Figure 1. Signal metal coverage by tile.
Scale: 3 px per um. The die is cut into 21 by 21 equal tiles; dark blue is low, red is high, scaled to the fullest tile. Values are wire area over tile area, all layers added.
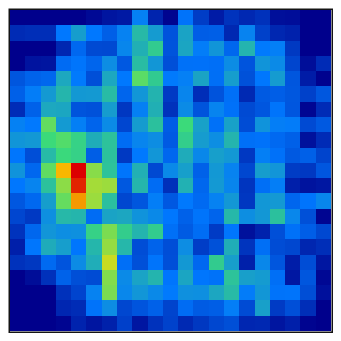
Figure 2. Nets reached from selected ports.
Scale: 4 px per um.
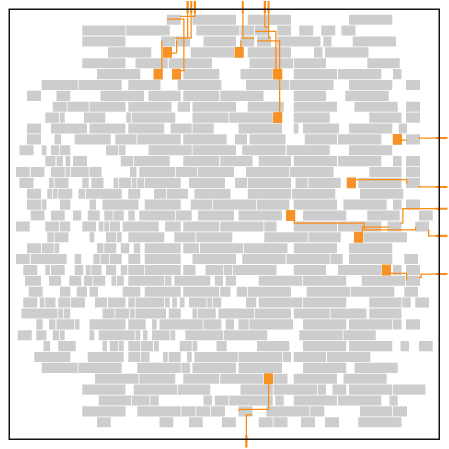
Figure 3. Wiring by layer.
Scale: 3 px per um. Only two layers are drawn.
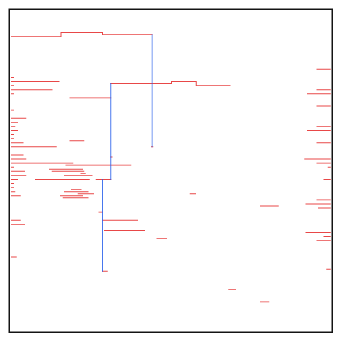
Figure 4. Placement view.
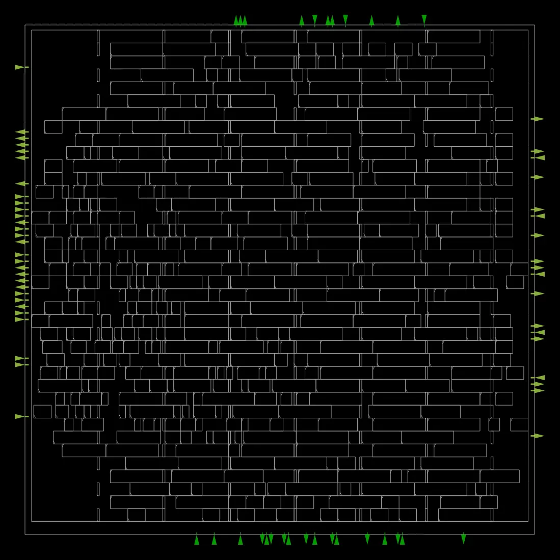
Figure 5. Register map, names as in the netlist.
Scale: 6 px per um.
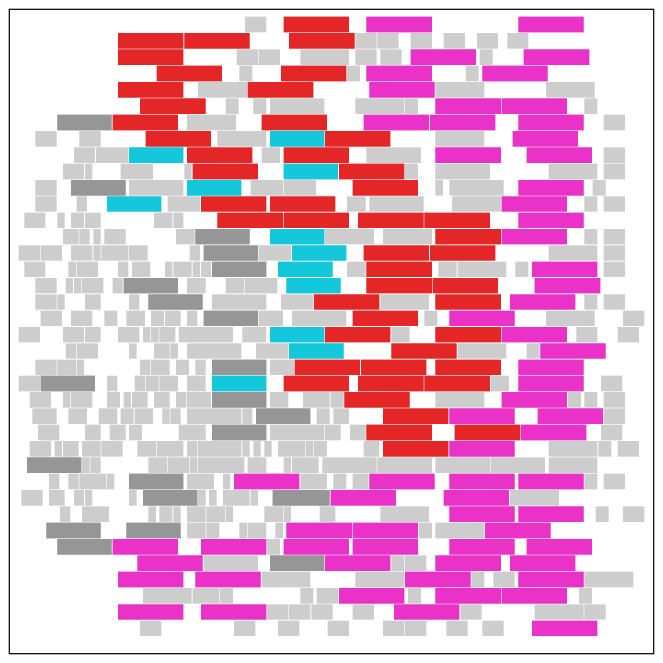
$ cat config.mk
export PLATFORM = sky130hd
export DESIGN_NAME = instr_fetch_unit_flat
export DESIGN_NICKNAME = d
export VERILOG_FILES = /design/src/rtl/instr_fetch_unit_if.sv /design/src/rtl/instr_fetch_unit.sv /design/src/flat_wrapper.sv
export SDC_FILE = /design/constraint.sdc
export NUM_CORES = 1
export LEC_CHECK = 0
export CAP_MARGIN = 20
export CORE_UTILIZATION = 55
export CTS_BUF_LIST = sky130_fd_sc_hd__clkbuf_16
export CTS_CLUSTER_SIZE = 14
export DETAILED_ROUTE_END_ITERATION = 12
export PLACE_DENSITY = 0.79
export SLEW_MARGIN = 20
export SYNTH_ARGS = -nofsm -noshare
export SYNTH_HDL_FRONTEND = slang
export SYNTH_SLANG_ARGS = --single-unit
$ cat constraint.sdc
create_clock -name clk -period 13.6 [get_ports clk]
set_input_delay 4.08 -clock clk [delete_from_list [all_inputs] [get_ports clk]]
set_output_delay 4.08 -clock clk [all_outputs]
set_load 0.02 [all_outputs]
$ cat src/rtl/instr_fetch_unit_if.sv
`default_nettype none
// ============================================================================
// Interface : instr_fetch_unit_if
// Purpose   : Instruction-memory, redirect and decode handshake signals of
//             the fetch stage. The master modport is the fetch unit itself.
// Revision  : 1.0
// ============================================================================
interface instr_fetch_unit_if #(
    parameter int WIDTH      = 12,
    parameter int DATA_WIDTH = 16
);
    logic                  imem_req;
    logic [WIDTH-1:0]      imem_addr;
    logic [DATA_WIDTH-1:0] imem_rdata;
    logic                  imem_rvalid;
    logic                  redirect_valid;
    logic [WIDTH-1:0]      redirect_pc;
    logic                  id_valid;
    logic [DATA_WIDTH-1:0] id_instr;
    logic [WIDTH-1:0]      id_pc;
    logic                  id_ready;

    modport master (
        output imem_req,
        output imem_addr,
        input  imem_rdata,
        input  imem_rvalid,
        input  redirect_valid,
        input  redirect_pc,
        output id_valid,
        output id_instr,
        output id_pc,
        input  id_ready
    );

    modport slave (
        input  imem_req,
        input  imem_addr,
        output imem_rdata,
        output imem_rvalid,
        output redirect_valid,
        output redirect_pc,
        input  id_valid,
        input  id_instr,
        input  id_pc,
        output id_ready
    );
endinterface
`default_nettype wire

$ cat src/rtl/instr_fetch_unit.sv
`default_nettype none
// ============================================================================
// Module   : instr_fetch_unit
// Purpose  : Owns the fetch PC, keeps at most one instruction-memory read in
//            flight and queues (pc, instr) pairs for decode; redirects flush.
// Revision : 1.0
// ============================================================================
module instr_fetch_unit #(
    parameter int WIDTH      = 12,
    parameter int DATA_WIDTH = 16,
    parameter int RESET_PC   = 0,
    parameter int DEPTH      = 4
) (
    input  logic               clk,
    input  logic               reset,
    instr_fetch_unit_if.master bus
);

    localparam int               c_PTR_W    = $clog2(DEPTH);
    localparam int               c_CNT_W    = c_PTR_W + 1;
    localparam logic [WIDTH-1:0] c_RESET_PC = WIDTH'(RESET_PC);
    localparam logic [c_CNT_W:0] c_DEPTH_S  = (c_CNT_W + 1)'(DEPTH);

    typedef enum logic [1:0] {
        ST_IDLE = 2'd0,
        ST_BUSY = 2'd1,
        ST_DROP = 2'd2
    } state_t;

    state_t               r_state;
    state_t               w_state_nxt;

    logic [WIDTH-1:0]      r_pc;
    logic [WIDTH-1:0]      r_req_pc;
    logic [c_CNT_W-1:0]    r_count;
    logic [c_PTR_W-1:0]    r_rd_ptr;
    logic [c_PTR_W-1:0]    r_wr_ptr;
    logic [DATA_WIDTH-1:0] r_fifo_instr [DEPTH];
    logic [WIDTH-1:0]      r_fifo_pc    [DEPTH];

    logic                  w_head_valid;
    logic                  w_busy;
    logic                  w_deq;
    logic                  w_push;
    logic                  w_req;
    logic [c_CNT_W:0]      w_slots;

    // Slots counts buffered entries plus the one already promised to the
    // in-flight kept response, so a new request can never overflow the FIFO.
    always_comb begin
        w_head_valid = (r_count != '0);
        w_busy       = (r_state == ST_BUSY);
        w_deq        = w_head_valid && bus.id_ready;
        w_slots      = {1'b0, r_count}
                     + (c_CNT_W + 1)'(w_busy)
                     - (c_CNT_W + 1)'(w_deq);
        w_req        = !reset
                    && !bus.redirect_valid
                    && (w_slots < c_DEPTH_S)
                    && ((r_state == ST_IDLE) || bus.imem_rvalid);
        w_push       = w_busy && bus.imem_rvalid && !bus.redirect_valid;
    end

    always_comb begin
        w_state_nxt = r_state;
        if (bus.redirect_valid) begin
            case (r_state)
                ST_BUSY: w_state_nxt = bus.imem_rvalid ? ST_IDLE : ST_DROP;
                ST_DROP: w_state_nxt = bus.imem_rvalid ? ST_IDLE : ST_DROP;
                default: w_state_nxt = ST_IDLE;
            endcase
        end else if (w_req) begin
            w_state_nxt = ST_BUSY;
        end else if (bus.imem_rvalid && (r_state != ST_IDLE)) begin
            w_state_nxt = ST_IDLE;
        end
    end

    always_ff @(posedge clk or posedge reset) begin
        if (reset) begin
            r_state <= ST_IDLE;
        end else begin
            r_state <= w_state_nxt;
        end
    end

    always_ff @(posedge clk or posedge reset) begin
        if (reset) begin
            r_pc     <= c_RESET_PC;
            r_req_pc <= c_RESET_PC;
        end else if (bus.redirect_valid) begin
            r_pc     <= bus.redirect_pc;
        end else if (w_req) begin
            r_req_pc <= r_pc;
            r_pc     <= r_pc + WIDTH'(1);
        end
    end

    // A dequeue in a redirect cycle is simply absorbed by the flush.
    always_ff @(posedge clk or posedge reset) begin
        if (reset) begin
            r_count  <= '0;
            r_rd_ptr <= '0;
            r_wr_ptr <= '0;
        end else if (bus.redirect_valid) begin
            r_count  <= '0;
            r_rd_ptr <= '0;
            r_wr_ptr <= '0;
        end else begin
            r_count  <= r_count + c_CNT_W'(w_push) - c_CNT_W'(w_deq);
            if (w_push) begin
                r_wr_ptr <= r_wr_ptr + c_PTR_W'(1);
            end
            if (w_deq) begin
                r_rd_ptr <= r_rd_ptr + c_PTR_W'(1);
            end
        end
    end

    always_ff @(posedge clk) begin
        if (w_push) begin
            r_fifo_instr[r_wr_ptr] <= bus.imem_rdata;
            r_fifo_pc[r_wr_ptr]    <= r_req_pc;
        end
    end

    assign bus.imem_req  = w_req;
    assign bus.imem_addr = r_pc;
    assign bus.id_valid  = w_head_valid;
    assign bus.id_instr  = w_head_valid ? r_fifo_instr[r_rd_ptr] : '0;
    assign bus.id_pc     = w_head_valid ? r_fifo_pc[r_rd_ptr]    : '0;

endmodule
`default_nettype wire
$ cat src/flat_wrapper.sv
// flat-port wrapper written by rule: the top's interface ports become plain ports
module instr_fetch_unit_flat 
#(
    parameter int WIDTH      = 12,
    parameter int DATA_WIDTH = 16,
    parameter int RESET_PC   = 0,
    parameter int DEPTH      = 4
)
  (clk, reset, bus_imem_req, bus_imem_addr, bus_imem_rdata, bus_imem_rvalid, bus_redirect_valid, bus_redirect_pc, bus_id_valid, bus_id_instr, bus_id_pc, bus_id_ready);
  instr_fetch_unit_if #(.WIDTH(WIDTH), .DATA_WIDTH(DATA_WIDTH)) bus_i ();
  input  logic clk;
  input  logic reset;
  output wire logic [$bits(bus_i.imem_req)-1:0] bus_imem_req;
  output wire logic [$bits(bus_i.imem_addr)-1:0] bus_imem_addr;
  input wire logic [$bits(bus_i.imem_rdata)-1:0] bus_imem_rdata;
  input wire logic [$bits(bus_i.imem_rvalid)-1:0] bus_imem_rvalid;
  input wire logic [$bits(bus_i.redirect_valid)-1:0] bus_redirect_valid;
  input wire logic [$bits(bus_i.redirect_pc)-1:0] bus_redirect_pc;
  output wire logic [$bits(bus_i.id_valid)-1:0] bus_id_valid;
  output wire logic [$bits(bus_i.id_instr)-1:0] bus_id_instr;
  output wire logic [$bits(bus_i.id_pc)-1:0] bus_id_pc;
  input wire logic [$bits(bus_i.id_ready)-1:0] bus_id_ready;
  assign bus_imem_req = bus_i.imem_req;
  assign bus_imem_addr = bus_i.imem_addr;
  assign bus_i.imem_rdata = bus_imem_rdata;
  assign bus_i.imem_rvalid = bus_imem_rvalid;
  assign bus_i.redirect_valid = bus_redirect_valid;
  assign bus_i.redirect_pc = bus_redirect_pc;
  assign bus_id_valid = bus_i.id_valid;
  assign bus_id_instr = bus_i.id_instr;
  assign bus_id_pc = bus_i.id_pc;
  assign bus_i.id_ready = bus_id_ready;
  instr_fetch_unit #(.WIDTH(WIDTH), .DATA_WIDTH(DATA_WIDTH), .RESET_PC(RESET_PC), .DEPTH(DEPTH)) u_core (.clk(clk), .reset(reset), .bus(bus_i));
endmodule
==> results.txt <==
Item: results of the latest flow run.

- The floorplan net count is 397.
- The number of setup buffers added after CTS is 0.
- The die is 107 um wide.
- The worst path needs 11.38 ns of the cycle, external delays included.
- After synthesis the netlist holds a flip-flop and latch count of 145.
- The via count of the first global-routing pass is 3414.
- In the routed design, unresolved DRC markers number 0.
- Detailed placement reports a standard cell area of 6980 um^2.
- By count the netlist is led by 112 x sky130_fd_sc_hd__edfxtp_1, 34 x sky130_fd_sc_hd__and2_1, 33 x sky130_fd_sc_hd__dfrtp_1, 28 x sky130_fd_sc_hd__mux4_2.
- The core occupancy in the finished layout is 0.697.
- The number of placed instances, taps included is 560.
- The sum of net half-perimeters after detailed placement is 6.46 mm.
- Per the detail_route log, met3 wirelength is 464 um.
- The count of endpoints failing setup in the final report is 0.
- The run finished with clean final reports.
- The global routing met1 resource utilization is 0.278.
- The post-synthesis sequential area ratio is 0.689.
- CTS built an H-tree with a depth of 4.
- The timing endpoint of the critical path is bus_imem_req.
- The post-cts hold buffer count is 0.
- Of the post-synthesis cell area, the dominant cell type holds 0.553.
- The length of routed wiring on met1 is 4.87 mm.
- The floorplan step records an initial core utilization of 0.563.
- Using the TritonRoute via totals, the vias-per-cell ratio works out to 5.62.
- The final power report lists total power as 1.48 mW.
- The placement summary gives the final routability congestion estimate as 0.873.
- After clock tree synthesis, the repair step resized 0 gates.
- On met2, the global router reports a usage of 0.329.
- According to the timing report, the arrival time at the worst endpoint equals 7.30 ns.
- The initial antenna violation count came to 0.
- The registers of the reported paths see a clock transition of 0.06 ns.
- After synthesis, the chip area reported by Yosys is 6080 um^2.
- Grouping stages by cell kind, the critical path spends the most delay in buffers and inverters.
- The sum of met2 wire segment lengths after detailed routing is 5.22 mm.
- The worst VDD IR drop from the latest analysis is 102 uV.
- Looking at the gate-level netlist, the highest instance count belongs to sky130_fd_sc_hd__edfxtp_1.
- The cell count listed in synth_stat.txt is 352.
- The critical path in the final layout is reported with a setup slack of 2.22 ns.
- The die extent in y is 107 um.
- The script reports the combined buffer and inverter count of the critical path as 5.
- The reported max-cap violation count is 0.
- The share of cells above drive strength 1 is 0.190.
- The setup slack on the worst flop-to-flop path is 9.78 ns.
- Looking at the max-slew report, the worst-margin pin has a slew of 0.989 ns.
- The clock passes through at most 2 buffers.
- The number of optimization iterations in the first detailed-route pass is 4.
- The critical path runs through a total of 12 cells.
- The CTS root buffer is sky130_fd_sc_hd__clkbuf_16.
- Counting flops with a built-in enable in the synthesized netlist gives 112.
- The final timing report lists a hold violation count of 0.
- In the Yosys stats the netlist draws on 41 distinct library cells.
- The startpoint of the most critical setup path is bus_id_ready.
- The power per cell area is 197 nW/um^2.
- Counting flops with an async set or reset pin after synthesis yields a share of 0.228.
- Setup repair after global routing left no endpoint under its margin.
- The finished cells cover 7530 um^2.
- The wire length of the first global-routing pass is 17.2 mm.
- The final antenna-violating net count is 0.
- The worst pin sits at a relative slew slack of 0.341.
- For this run the aggregate overflow at the end of global routing stands at 0.
- The most frequently used flop master after synthesis is sky130_fd_sc_hd__edfxtp_1.
- Looking at the reg2reg group, the worst path starts from u_core.r_count[1].
- The count of synthesis-stage warnings from yosys is 0.
- The final layout reports a setup TNS of 0 ns.
- The critical path goes through clkdlybuf4s50_1 -> and2_1 -> ha_1 -> inv_1 -> ha_1 -> and3b_4 -> nor4_4 -> nor2_2 -> or3_1 -> buf_4 -> inv_1 -> clkdlybuf4s50_1.
- Per the layout report, the design carries 727 filler cells.
- The repair_antennas step left the layout with diodes totalling 0.
- The capture point of the worst register-to-register path is recorded as u_core.r_req_pc[3].
-- Figure 1 (at the start) --
fullest tile = 0.62
nearly empty tiles = 7.9%
densest ninth of the die = west
mean over tiles = 0.14
tiles over half the peak = 4.3%
DRT Wirelength: 10.7 mm
vias: 3326

-- Figure 2 (at the start) --
bus_id_pc -> orange  # bits 12, direction output, edge 6 north, 5 east, 1 south, end cells 12, buffers 12, wire 233 um
tally of buffers added on design ports: 74
count of boundary I/O pins: 75

-- Figure 3 (at the start) --
M3 -> red  # wire length 465 um
M4 -> blue  # wire length 100 um
average wire per standard cell: 18.0 um
GRT Overall Usage: 0.204

-- Figure 4 (at the start) --
sequential fraction of total cell area: 0.557
num sequential: 145
Std-Cell Core Area: 10800 um^2
Cell Rows: 38
count of placed standard cells in the final layout, fillers left out: 592

-- Figure 5 (at the start) --
u_core.r_fifo_instr -> magenta  # placed flops 64
u_core.r_req_pc -> cyan  # placed flops 12
u_core.r_fifo_pc -> red  # placed flops 48

## worst min-delay path by stage
stage                        startpoint                      end
detailed placement   u_core.r_req_pc[5]   u_core.r_fifo_pc[0][5]
finish              u_core.r_req_pc[11]  u_core.r_fifo_pc[0][11]
global route        u_core.r_req_pc[11]  u_core.r_fifo_pc[0][11]
global placement    u_core.r_req_pc[10]  u_core.r_fifo_pc[2][10]
floorplan           u_core.r_req_pc[10]  u_core.r_fifo_pc[0][10]
CTS                  u_core.r_req_pc[5]   u_core.r_fifo_pc[2][5]
## layout make-up
type,count,area (um^2),area share
Sequential cell,145,4190,0.557
Inverter,14,52.6,0.00698
Tap cell,140,175,0.0233
Clock buffer,17,425,0.0565
Timing Repair Buffer,82,801,0.106
Clock inverter,15,123,0.0163
Multi-Input combinational cell,179,1760,0.234
## flip-flops by register name (all words and copies together) (netlist names)
name                  count
u_core.bus.imem_addr     12
u_core.r_wr_ptr           2
u_core.r_rd_ptr           2
u_core.r_state            2
u_core.r_req_pc          12
u_core.r_fifo_instr      64
u_core.r_fifo_pc         48
u_core.r_count            3
## report_power, final
group          internal (mW)  switching (mW)
sequential             0.541          0.0650
clock                  0.237           0.181
combinational          0.241           0.216
## logic make-up (layout without fill, tap and decap cells)
family	Yosys count	after routing	synth area share
adders and majority gates	12	12	0.0259
DFF	145	145	0.689
AOI/OAI and AO/OA	31	31	0.0331
buffers and inverters	28	128	0.0216
muxes	42	42	0.135
xor gates and xnor gates	12	12	0.0173
and+or+nand+nor	82	82	0.0782
## cells in the final DEF (no fill, tap or decap), drive strengths merged, types with 6 or more instances in the layout
cell type        n
edfxtp         112
clkdlybuf4s50   74
and2            34
dfrtp           33
mux4            28
inv             19
clkbuf          17
nand2           13
nor2            13
mux2            13
o21ai           12
ha              11
clkinv           9
xor2             8
buf              8
nand3            6
Power figures rest on the tool's default switching activity, not on a simulated workload.
